==> src/rtl/hack_ctrl_defs.sv <==
// Shared definitions for the Hack run controller: FSM state encoding,
// instruction counter width, button indices and a saturating increment.
package hack_ctrl_defs;

    // Controller states; the encoding is visible on o_State.
    typedef enum logic [1:0] {
        ST_HALT = 2'd0,
        ST_RUN  = 2'd1,
        ST_STEP = 2'd2,
        ST_BKPT = 2'd3
    } run_state_t;

    localparam int INSTR_COUNT_W = 32;

    // Bit positions of the three buttons in the debouncer bank.
    localparam int BTN_RUN  = 0;
    localparam int BTN_STEP = 1;
    localparam int BTN_HALT = 2;
    localparam int NUM_BTNS = 3;

    // Increment that sticks at all-ones instead of wrapping.
    function automatic logic [INSTR_COUNT_W-1:0] sat_inc(input logic [INSTR_COUNT_W-1:0] value);
        return (&value) ? value : value + 1'b1;
    endfunction

endpackage

==> src/rtl/hack_button_debounce.sv <==
// Push-button conditioner: 2-FF synchronizer, stability filter and a
// one-cycle press pulse on each accepted 0->1 transition.
module hack_button_debounce #(
    parameter int DEBOUNCE_CYCLES = 500000
) (
    input  logic i_CLK,
    input  logic i_RESET,
    input  logic i_Btn,
    output logic o_Level,
    output logic o_Press
);

    localparam int CNT_W = (DEBOUNCE_CYCLES > 1) ? $clog2(DEBOUNCE_CYCLES) : 1;
    localparam logic [CNT_W-1:0] CNT_LAST = CNT_W'(DEBOUNCE_CYCLES - 1);

    logic             sync1_reg;
    logic             sync2_reg;
    logic [CNT_W-1:0] cnt_reg;
    logic             level_reg;
    logic             level_prev_reg;
    logic             press_reg;

    // Bring the asynchronous button level into the clock domain.
    always_ff @(posedge i_CLK) begin
        if (i_RESET) begin
            sync1_reg <= 1'b0;
            sync2_reg <= 1'b0;
        end else begin
            sync1_reg <= i_Btn;
            sync2_reg <= sync1_reg;
        end
    end

    // Adopt a new level only after DEBOUNCE_CYCLES consecutive samples disagree with the current one.
    always_ff @(posedge i_CLK) begin
        if (i_RESET) begin
            cnt_reg   <= '0;
            level_reg <= 1'b0;
        end else if (sync2_reg == level_reg) begin
            cnt_reg <= '0;
        end else if (cnt_reg == CNT_LAST) begin
            cnt_reg   <= '0;
            level_reg <= sync2_reg;
        end else begin
            cnt_reg <= cnt_reg + 1'b1;
        end
    end

    // Registered rising-edge detect on the debounced level; releases give nothing.
    always_ff @(posedge i_CLK) begin
        if (i_RESET) begin
            level_prev_reg <= 1'b0;
            press_reg      <= 1'b0;
        end else begin
            level_prev_reg <= level_reg;
            press_reg      <= level_reg & ~level_prev_reg;
        end
    end

    assign o_Level = level_reg;
    assign o_Press = press_reg;

endmodule

==> src/rtl/hack_run_controller.sv <==
// Run/halt/step sequencer for the Hack datapath. Emits a registered
// one-cycle clock-enable strobe, supports a PC breakpoint, a slow-run
// divider and a saturating executed-instruction counter.
module hack_run_controller
    import hack_ctrl_defs::*;
#(
    parameter int DEBOUNCE_CYCLES = 500000,
    parameter int RUN_DIV         = 25000000,
    parameter bit START_RUNNING   = 1'b0
) (
    input  logic                     i_CLK,
    input  logic                     i_RESET,
    input  logic                     i_Run_Btn,
    input  logic                     i_Step_Btn,
    input  logic                     i_Halt_Btn,
    input  logic                     i_Slow,
    input  logic                     i_Bkpt_EN,
    input  logic [15:0]              i_Bkpt_Addr,
    input  logic [15:0]              i_PC,
    output logic                     o_CPU_CLK_EN,
    output logic [1:0]               o_State,
    output logic                     o_Halted,
    output logic [INSTR_COUNT_W-1:0] o_Instr_Count
);

    localparam int DIV_W = (RUN_DIV > 2) ? $clog2(RUN_DIV) : 1;
    localparam logic [DIV_W-1:0] DIV_LAST = DIV_W'(RUN_DIV - 1);

    logic [NUM_BTNS-1:0] btn_raw;
    logic [NUM_BTNS-1:0] btn_press;
    logic [NUM_BTNS-1:0] btn_level_unused;

    run_state_t               state_reg, state_next;
    logic [DIV_W-1:0]         div_reg, div_next;
    logic                     skip_reg, skip_next;
    logic                     en_reg, en_next;
    logic [INSTR_COUNT_W-1:0] count_reg, count_next;

    logic halt_pulse;
    logic step_pulse;
    logic run_pulse;
    logic tick;
    logic bkpt_hit;

    assign btn_raw = {i_Halt_Btn, i_Step_Btn, i_Run_Btn};

    genvar gi;
    generate
        for (gi = 0; gi < NUM_BTNS; gi++) begin : g_btn
            hack_button_debounce #(
                .DEBOUNCE_CYCLES(DEBOUNCE_CYCLES)
            ) u_debounce (
                .i_CLK  (i_CLK),
                .i_RESET(i_RESET),
                .i_Btn  (btn_raw[gi]),
                .o_Level(btn_level_unused[gi]),
                .o_Press(btn_press[gi])
            );
        end
    endgenerate

    // Halt beats Step beats Run when pulses coincide; the losers are dropped.
    assign halt_pulse = btn_press[BTN_HALT];
    assign step_pulse = btn_press[BTN_STEP] & ~btn_press[BTN_HALT];
    assign run_pulse  = btn_press[BTN_RUN] & ~btn_press[BTN_STEP] & ~btn_press[BTN_HALT];

    // Execution opportunity: every cycle, or once per divider period in slow mode.
    assign tick = i_Slow ? (div_reg == DIV_LAST) : 1'b1;

    // The skip flag lets the instruction sitting on the breakpoint run once after a resume.
    assign bkpt_hit = i_Bkpt_EN & ~skip_reg & (i_PC == i_Bkpt_Addr);

    // Next-state, divider, strobe and counter logic; the divider idles at 0 outside RUN.
    always_comb begin
        state_next = state_reg;
        skip_next  = skip_reg;
        en_next    = 1'b0;
        div_next   = '0;
        count_next = en_reg ? sat_inc(count_reg) : count_reg;

        case (state_reg)
            ST_HALT: begin
                if (run_pulse) begin
                    state_next = ST_RUN;
                    skip_next  = 1'b1;
                end else if (step_pulse) begin
                    state_next = ST_STEP;
                end
            end
            ST_RUN: begin
                if (halt_pulse) begin
                    state_next = ST_HALT;
                end else begin
                    if (i_Slow) begin
                        div_next = (div_reg == DIV_LAST) ? '0 : div_reg + 1'b1;
                    end
                    if (tick) begin
                        if (bkpt_hit) begin
                            state_next = ST_BKPT;
                        end else begin
                            en_next   = 1'b1;
                            skip_next = 1'b0;
                        end
                    end
                end
            end
            ST_STEP: begin
                // Single step always completes its one strobe, even if Halt arrives now.
                state_next = ST_HALT;
                en_next    = 1'b1;
            end
            ST_BKPT: begin
                if (halt_pulse) begin
                    state_next = ST_HALT;
                end else if (step_pulse) begin
                    state_next = ST_STEP;
                end else if (run_pulse) begin
                    state_next = ST_RUN;
                    skip_next  = 1'b1;
                end
            end
            default: begin
                state_next = ST_HALT;
            end
        endcase
    end

    // State and datapath registers; reset also kills any strobe being issued on that edge.
    always_ff @(posedge i_CLK) begin
        if (i_RESET) begin
            state_reg <= START_RUNNING ? ST_RUN : ST_HALT;
            div_reg   <= '0;
            skip_reg  <= 1'b0;
            en_reg    <= 1'b0;
            count_reg <= '0;
        end else begin
            state_reg <= state_next;
            div_reg   <= div_next;
            skip_reg  <= skip_next;
            en_reg    <= en_next;
            count_reg <= count_next;
        end
    end

    assign o_CPU_CLK_EN  = en_reg;
    assign o_State       = state_reg;
    assign o_Halted      = (state_reg == ST_HALT) || (state_reg == ST_BKPT);
    assign o_Instr_Count = count_reg;

endmodule

==> config.mk <==
export PLATFORM = sky130hd
export DESIGN_NAME = hack_run_controller
export DESIGN_NICKNAME = d
export VERILOG_FILES = /design/src/rtl/hack_ctrl_defs.sv /design/src/rtl/hack_button_debounce.sv /design/src/rtl/hack_run_controller.sv
export SDC_FILE = /design/constraint.sdc
export NUM_CORES = 1
export LEC_CHECK = 0
export ABC_AREA = 1
export CAP_MARGIN = 40
export CORE_UTILIZATION = 35
export CTS_CLUSTER_SIZE = 16
export DETAILED_ROUTE_END_ITERATION = 12
export SYNTH_ARGS = -nofsm -noshare
export SYNTH_HDL_FRONTEND = slang
export SYNTH_SLANG_ARGS = --single-unit
==> constraint.sdc <==
create_clock -name i_CLK -period 3.4 [get_ports i_CLK]
set_input_delay 0.51 -clock i_CLK [delete_from_list [all_inputs] [get_ports i_CLK]]
set_output_delay 0.51 -clock i_CLK [all_outputs]
set_load 0.1 [all_outputs]
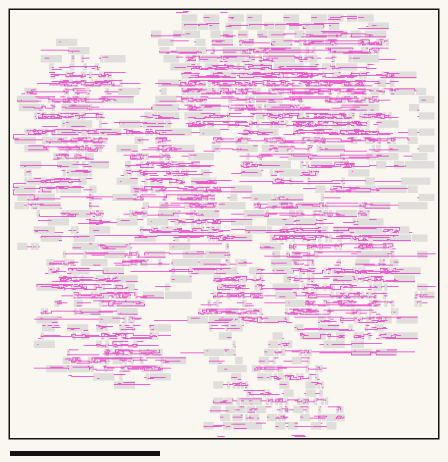
(signal wires on met1)
Bar = 50 um.
main direction	horizontal
longest straight run	41.9 um
share of all routed wire	50%
wire length on this layer	7940 um
nets with wire on the layer	1130

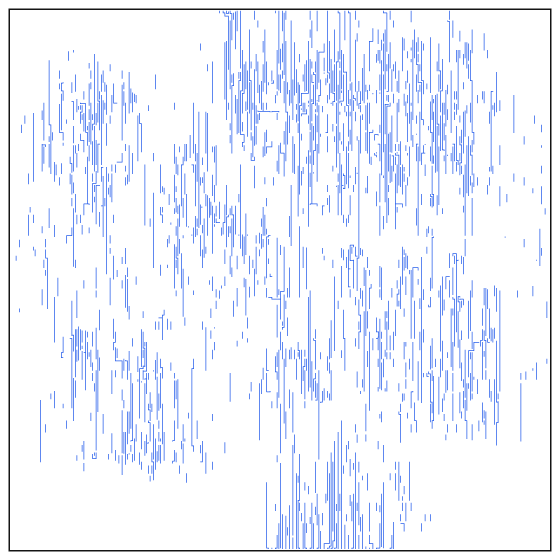
(M2 wires)
wire length on this layer	7310 um
share of all routed wire	46%
nets with wire on the layer	899
main direction	vertical
GR Util met2: 27.2%
Routed Wire Length: 15.9 mm
vias post-DR: 6474

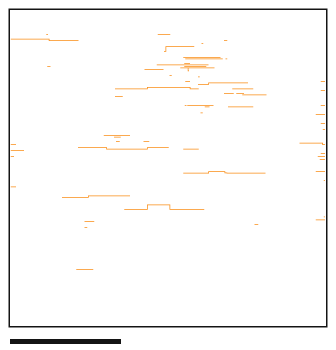
(signal wires on met3)
Bar = 50 um.
main direction	horizontal
nets with wire on the layer	47
wire length on this layer	507 um
longest straight run	23.0 um

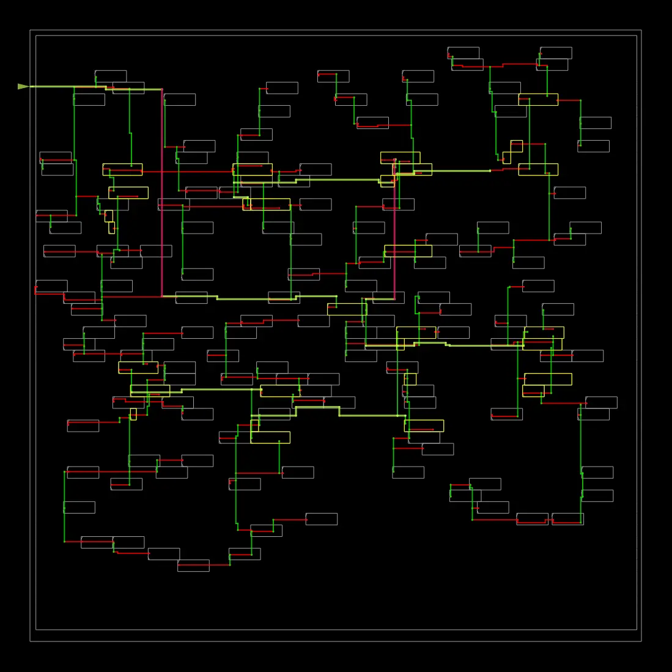
(clock wiring as the flow saved it)
Clock Skew: 0.00839 ns
clk pwr: 1740 uW
Late-Pin Clk Latency: 0.42 ns

==> results.sh <==
# flow metrics
export IMPL_status="complete, no violations"
export IMPL_p_leak_uw=0.00328
export IMPL_cts_tree="yes"
export IMPL_critPathMostFrequentCell="nand2_1"
export IMPL_clkSinkCount=133
export IMPL_postLayoutCoreUtil_pct=46.8
export IMPL_fin_tns_setup_ns=0
export IMPL_first_pass_iters=5
export IMPL_grt_pass1_vias=6136
export IMPL_post_cts_setup_buffers=0
export IMPL_numPortBuffers=74
export IMPL_antenna_left=0
export IMPL_antennaDiodeCount=0
export IMPL_p_per_area_mw_per_mm2=418
export IMPL_startpoint_type="flop"
export IMPL_synth_cells=1032
export IMPL_drv_cap=0
export IMPL_use_met1_pct=21.6
export IMPL_fillCellCount=1952
export IMPL_setup_viol_count_final=0
export IMPL_cp_top_family="simple AND/OR/NAND/NOR gates"
export IMPL_worstSetupStartpoint="o_Instr_Count[1]"
export IMPL_gp_congestion=0.852
export IMPL_top_usage_layer="met2"
export IMPL_fp_dieH_um=143
export IMPL_place_inst=1394
export IMPL_path_clk_slew_ns=0.05
export IMPL_async_reset_ff_share_pct=0
export IMPL_fp_dieW_um=143
export IMPL_fp_nets=1081
export IMPL_grt_overflow_total=0
export IMPL_place_area_mm2=0.00855
export IMPL_hold_path_class="reg2reg"
export IMPL_hold_viol_final=0
export IMPL_edf_count=0
export IMPL_drc=0
export IMPL_vias_per_cell=4.55
==> final timing paths <==
kind	endpoint	slack, ns	cells past startpoint
max	o_Instr_Count[5]	1.00	12
min	g_btn[1].u_debounce.o_Press	0.39	1
max reg2reg	o_Instr_Count[5]	1.00	12
min reg2reg	g_btn[1].u_debounce.o_Press	0.39	1
==> placed cells by master (no fill, tap or decap), types with 3 or more instances in the layout <==
master / n
ha_1: 10
nand2_2: 3
nor3_2: 8
nand3b_1: 4
or2_2: 4
buf_16: 8
inv_1: 133
clkdlybuf4s50_1: 72
nand3_1: 45
nor2_2: 7
buf_4: 4
nand2_1: 252
xnor2_1: 16
and3_1: 3
a21oi_2: 10
clkinv_2: 5
nor3b_1: 12
buf_8: 27
o21ai_0: 27
nand4_1: 20
nor4_1: 8
a21oi_1: 35
clkbuf_16: 17
nor3_1: 38
nor2_1: 194
dfxtp_1: 133
xor2_1: 31
inv_2: 4
==> cell families after synthesis <==
logic type               share of synthesized area (%)
AND/OR/NAND/NOR                                   37.8
buffers and inverters                             8.79
flip-flops                                        38.4
AND-OR/OR-AND                                     7.25
XOR/XNOR                                          5.94
adder cells (fa/ha/maj)                           1.80
==> per-layer routing <==
layer / share of wire, % / wire [um]
met5: 0 / 0
met4: 1.1 / 174
met3: 3.2 / 506
met2: 46 / 7310
met1: 50 / 7940
==> area by class of cell <==
class	instances	area [um^2]	share of cell area, %
well taps	265	332	3.64
inverters	138	518	5.69
flip-flops and latches	133	2660	29.2
clock buffers	20	447	4.90
clock inverters	10	109	1.19
repair buffers	112	1380	15.2
multi-input cells	746	3660	40.2
==> report_power, final <==
part           switching [uW]  leakage [uW]  internal, uW
registers                17.1       0.00107          1580
clock network             661      0.000271          1080
logic                     299       0.00194           172
Power figures rest on the tool's default switching activity, not on a simulated workload.
